$ cat src/rtl/debug_access_unit.sv
// rtl/debug_access_unit.sv - debug command responder: halt/resume, register-file and PC access
module debug_access_unit #(
    parameter int HALT_TIMEOUT = 64
) (
    input  logic        clk,
    input  logic        rst,
    input  logic        cmd_valid,
    output logic        cmd_ready,
    input  logic [2:0]  cmd_op,
    input  logic [4:0]  cmd_addr,
    input  logic [63:0] cmd_wdata,
    output logic        rsp_valid,
    input  logic        rsp_ready,
    output logic [63:0] rsp_data,
    output logic        rsp_err,
    output logic        halt_req,
    input  logic        halted,
    output logic [4:0]  dbg_rf_addr,
    output logic        dbg_rf_we,
    output logic [63:0] dbg_rf_wdata,
    input  logic [63:0] dbg_rf_rdata,
    output logic        dbg_pc_we,
    output logic [31:0] dbg_pc_wdata,
    input  logic [31:0] dbg_pc_rdata
);

    localparam logic [2:0] OP_READ_REG  = 3'd0;
    localparam logic [2:0] OP_WRITE_REG = 3'd1;
    localparam logic [2:0] OP_READ_PC   = 3'd2;
    localparam logic [2:0] OP_WRITE_PC  = 3'd3;
    localparam logic [2:0] OP_HALT      = 3'd4;
    localparam logic [2:0] OP_RESUME    = 3'd5;

    localparam logic [2:0] S_IDLE     = 3'd0;
    localparam logic [2:0] S_ACCESS   = 3'd1;
    localparam logic [2:0] S_HALTING  = 3'd2;
    localparam logic [2:0] S_RESUMING = 3'd3;
    localparam logic [2:0] S_RESP     = 3'd4;

    localparam logic [15:0] TIMEOUT_LAST = 16'(HALT_TIMEOUT - 1);

    logic [2:0]  state;
    logic [2:0]  op_q;
    logic [15:0] wait_cnt;

    always_ff @(posedge clk or posedge rst) begin
        if (rst) begin
            state        <= S_IDLE;
            op_q         <= 3'd0;
            wait_cnt     <= 16'd0;
            cmd_ready    <= 1'b0;
            rsp_valid    <= 1'b0;
            rsp_data     <= 64'd0;
            rsp_err      <= 1'b0;
            halt_req     <= 1'b0;
            dbg_rf_addr  <= 5'd0;
            dbg_rf_we    <= 1'b0;
            dbg_rf_wdata <= 64'd0;
            dbg_pc_we    <= 1'b0;
            dbg_pc_wdata <= 32'd0;
        end else begin
            dbg_rf_we <= 1'b0;
            dbg_pc_we <= 1'b0;
            case (state)
                S_IDLE: begin
                    if (cmd_valid && cmd_ready) begin
                        cmd_ready <= 1'b0;
                        op_q      <= cmd_op;
                        rsp_data  <= 64'd0;
                        rsp_err   <= 1'b0;
                        case (cmd_op)
                            OP_READ_REG, OP_WRITE_REG, OP_READ_PC, OP_WRITE_PC: begin
                                if (!halted) begin
                                    rsp_err   <= 1'b1;
                                    rsp_valid <= 1'b1;
                                    state     <= S_RESP;
                                end else begin
                                    // Strobes are registered here so they are high for exactly the ACCESS cycle
                                    dbg_rf_addr  <= cmd_addr;
                                    dbg_rf_wdata <= cmd_wdata;
                                    dbg_pc_wdata <= cmd_wdata[31:0];
                                    dbg_rf_we    <= (cmd_op == OP_WRITE_REG) && (cmd_addr != 5'd0);
                                    dbg_pc_we    <= (cmd_op == OP_WRITE_PC);
                                    state        <= S_ACCESS;
                                end
                            end
                            OP_HALT: begin
                                halt_req <= 1'b1;
                                if (halted) begin
                                    rsp_valid <= 1'b1;
                                    state     <= S_RESP;
                                end else begin
                                    wait_cnt <= 16'd0;
                                    state    <= S_HALTING;
                                end
                            end
                            OP_RESUME: begin
                                if (halted) begin
                                    halt_req <= 1'b0;
                                    state    <= S_RESUMING;
                                end else begin
                                    rsp_valid <= 1'b1;
                                    state     <= S_RESP;
                                end
                            end
                            default: begin
                                rsp_err   <= 1'b1;
                                rsp_valid <= 1'b1;
                                state     <= S_RESP;
                            end
                        endcase
                    end else begin
                        cmd_ready <= 1'b1;
                    end
                end
                S_ACCESS: begin
                    case (op_q)
                        OP_READ_REG: rsp_data <= dbg_rf_rdata;
                        OP_READ_PC:  rsp_data <= {32'd0, dbg_pc_rdata};
                        default:     rsp_data <= 64'd0;
                    endcase
                    rsp_valid <= 1'b1;
                    state     <= S_RESP;
                end
                S_HALTING: begin
                    if (halted) begin
                        rsp_valid <= 1'b1;
                        state     <= S_RESP;
                    end else if (wait_cnt == TIMEOUT_LAST) begin
                        halt_req  <= 1'b0;
                        rsp_err   <= 1'b1;
                        rsp_valid <= 1'b1;
                        state     <= S_RESP;
                    end else begin
                        wait_cnt <= wait_cnt + 16'd1;
                    end
                end
                S_RESUMING: begin
                    if (!halted) begin
                        rsp_valid <= 1'b1;
                        state     <= S_RESP;
                    end
                end
                S_RESP: begin
                    if (rsp_ready) begin
                        rsp_valid <= 1'b0;
                        cmd_ready <= 1'b1;
                        state     <= S_IDLE;
                    end
                end
                default: begin
                    state <= S_IDLE;
                end
            endcase
        end
    end

endmodule

$ cat config.mk
export PLATFORM = sky130hd
export DESIGN_NAME = debug_access_unit
export DESIGN_NICKNAME = d
export VERILOG_FILES = /design/src/rtl/debug_access_unit.sv
export SDC_FILE = /design/constraint.sdc
export NUM_CORES = 1
export LEC_CHECK = 0
export ABC_AREA = 1
export ABC_CLOCK_PERIOD_IN_PS = 6100
export CAP_MARGIN = 10
export CORE_AREA = 2 2 132 134
export CTS_BUF_LIST = sky130_fd_sc_hd__clkbuf_4
export DETAILED_ROUTE_END_ITERATION = 6
export DIE_AREA = 0 0 134 136
export DONT_BUFFER_PORTS = 1
export PLACE_DENSITY_LB_ADDON = 0.2
export SETUP_SLACK_MARGIN = 0.02
export SLEW_MARGIN = 40
export SYNTH_ARGS = -nofsm -noshare
export SYNTH_HDL_FRONTEND = slang
export SYNTH_SLANG_ARGS = --single-unit
$ cat constraint.sdc
create_clock -name clk -period 6.1 [get_ports clk]
set_clock_uncertainty 0.05 [all_clocks]
set_input_delay 1.83 -clock clk [delete_from_list [all_inputs] [get_ports clk]]
set_output_delay 1.83 -clock clk [all_outputs]
set_load 0.02 [all_outputs]
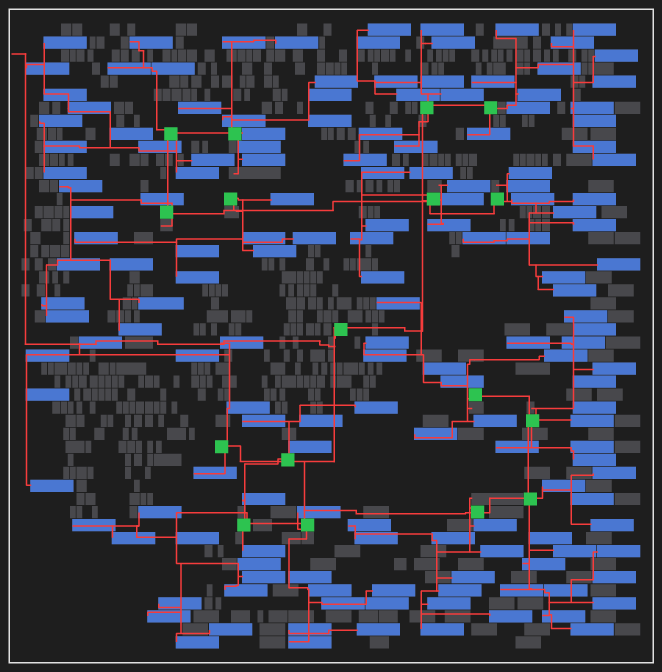
(images/clk_routes.png)
- green: clock drivers (count 17)
- red: clock wires (length 1960 µm)
- blue: flip-flops (count 161)
- flops lie: spread over the die
- routed clock nets: 18
Latency at later pin: 0.54 ns
Clk pwr share: 14.9%
Clk. pwr: 616 µW

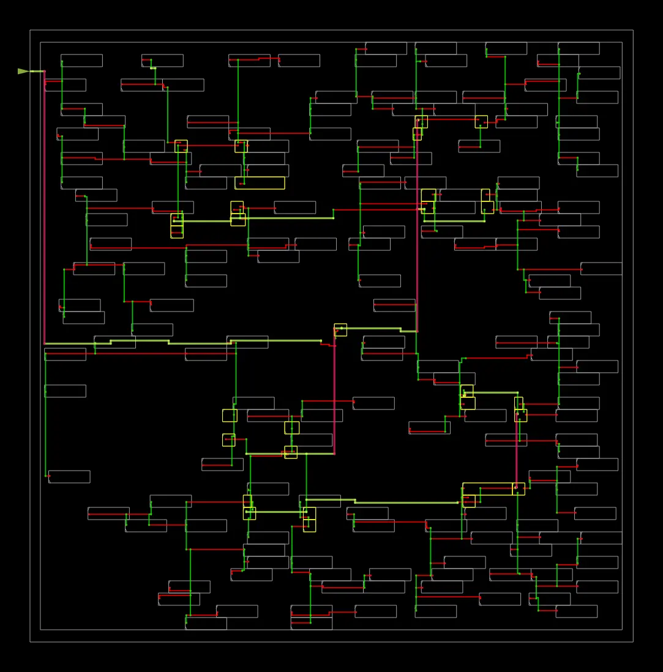
(images/clocks.png)
Num CTS Buffers: 17
registers: 161
clk sinks: 161
# clk buffers: 17

==> summary.txt <==
impl run done, here's what came out: wire per inst=20.4 µm, via count=5188, critical path data arrival time=1.21 ns, most frequent cells in the layout=198 x nand2_1, 160 x dfrtp_1, 115 x nand3_1, 60 x mux2_4, 38 x nand4_1, hold path cells=2, YS chip area=7530 µm², fin cells=939, worst rel slew slack=51.6%, # Taps=225, Max Buffers Root-to-Sink=2, Sw Ratio=48.0%, worst vdd ir=0.000202 V, die y size=136 µm, Fin Setup TNS=0 ns, syn_nets=921, EDFF count, synth=0, Post-CTS Resized=0, Overflow after GRT=0, clock root buffer master=clkbuf_4, Initial DRC Count=368, initial antenna violation count=1, worst path required time=4.22 ns, largest net degree at the start of global routing=110, most frequent cell after synthesis=nand2_1, synth unique cells=28, DR vias/cell=5.53, Critical Path End Type=primary output, Reg-to-Reg Start=state[1], Final setup viols=0, Critical Path Source Type=register, Log Warnings=28, vias in the first global route=4783, Clock-cell share=3.44%, Hold Path End=wait_cnt[0], Max Used Layer=met4, Reg clk slew, reported paths=0.12 ns, run status=finished clean, Min Hold Slack=0.492 ns, # rows=48, M3 GR Usage=6.26%, WL met2=9.64 mm, post-CTS setup buffers=0, CP max FO=3, RSZ-0062 raised after global routing=no, H-tree depth=4, Critical Path Start=dbg_rf_wdata[6], Area leader share=53.5%, Die W=134 µm, Cell Int Power=2150 µW, power per cell area=535 nW/µm², antenna-violating nets left=0, number of fill cells=1556, sequential cell area share=52.0%, number of hold buffers added after CTS=0, Seq/Total Area, Yosys=53.5%, part of the power in combinational logic=24.4%, WL met1=7.59 mm, Syn Area/Cell=10.1 µm², initial cell density of the core=44.6%, layout cells sized above 1=15.7%, CTS tree=done
## tightest hold or removal path: stages, from the launching register on
cell	delay, ns
dfrtp_1	0.40
nand2_1	0.06
nand2_1	0.05
## sequential cells by signal (all words and copies together) (netlist names)
name,count
wait_cnt,16
rsp_valid,1
dbg_rf_wdata,64
dbg_pc_we,1
dbg_rf_we,1
cmd_ready,1
dbg_rf_addr,5
rsp_err,1
state,3
rsp_data,64
op_q,3
halt_req,1
## kinds of logic after synthesis
group | after synthesis | synth area share (%)
xor+xnor | 12 | 1.40
compound gates | 17 | 1.21
simple gates | 391 | 23.2
fa+ha+maj | 1 | 0.166
mux | 67 | 13.0
flops | 161 | 53.5
buf+inv | 98 | 7.45
No activity file was given, so power comes from the tool's default toggle rates.
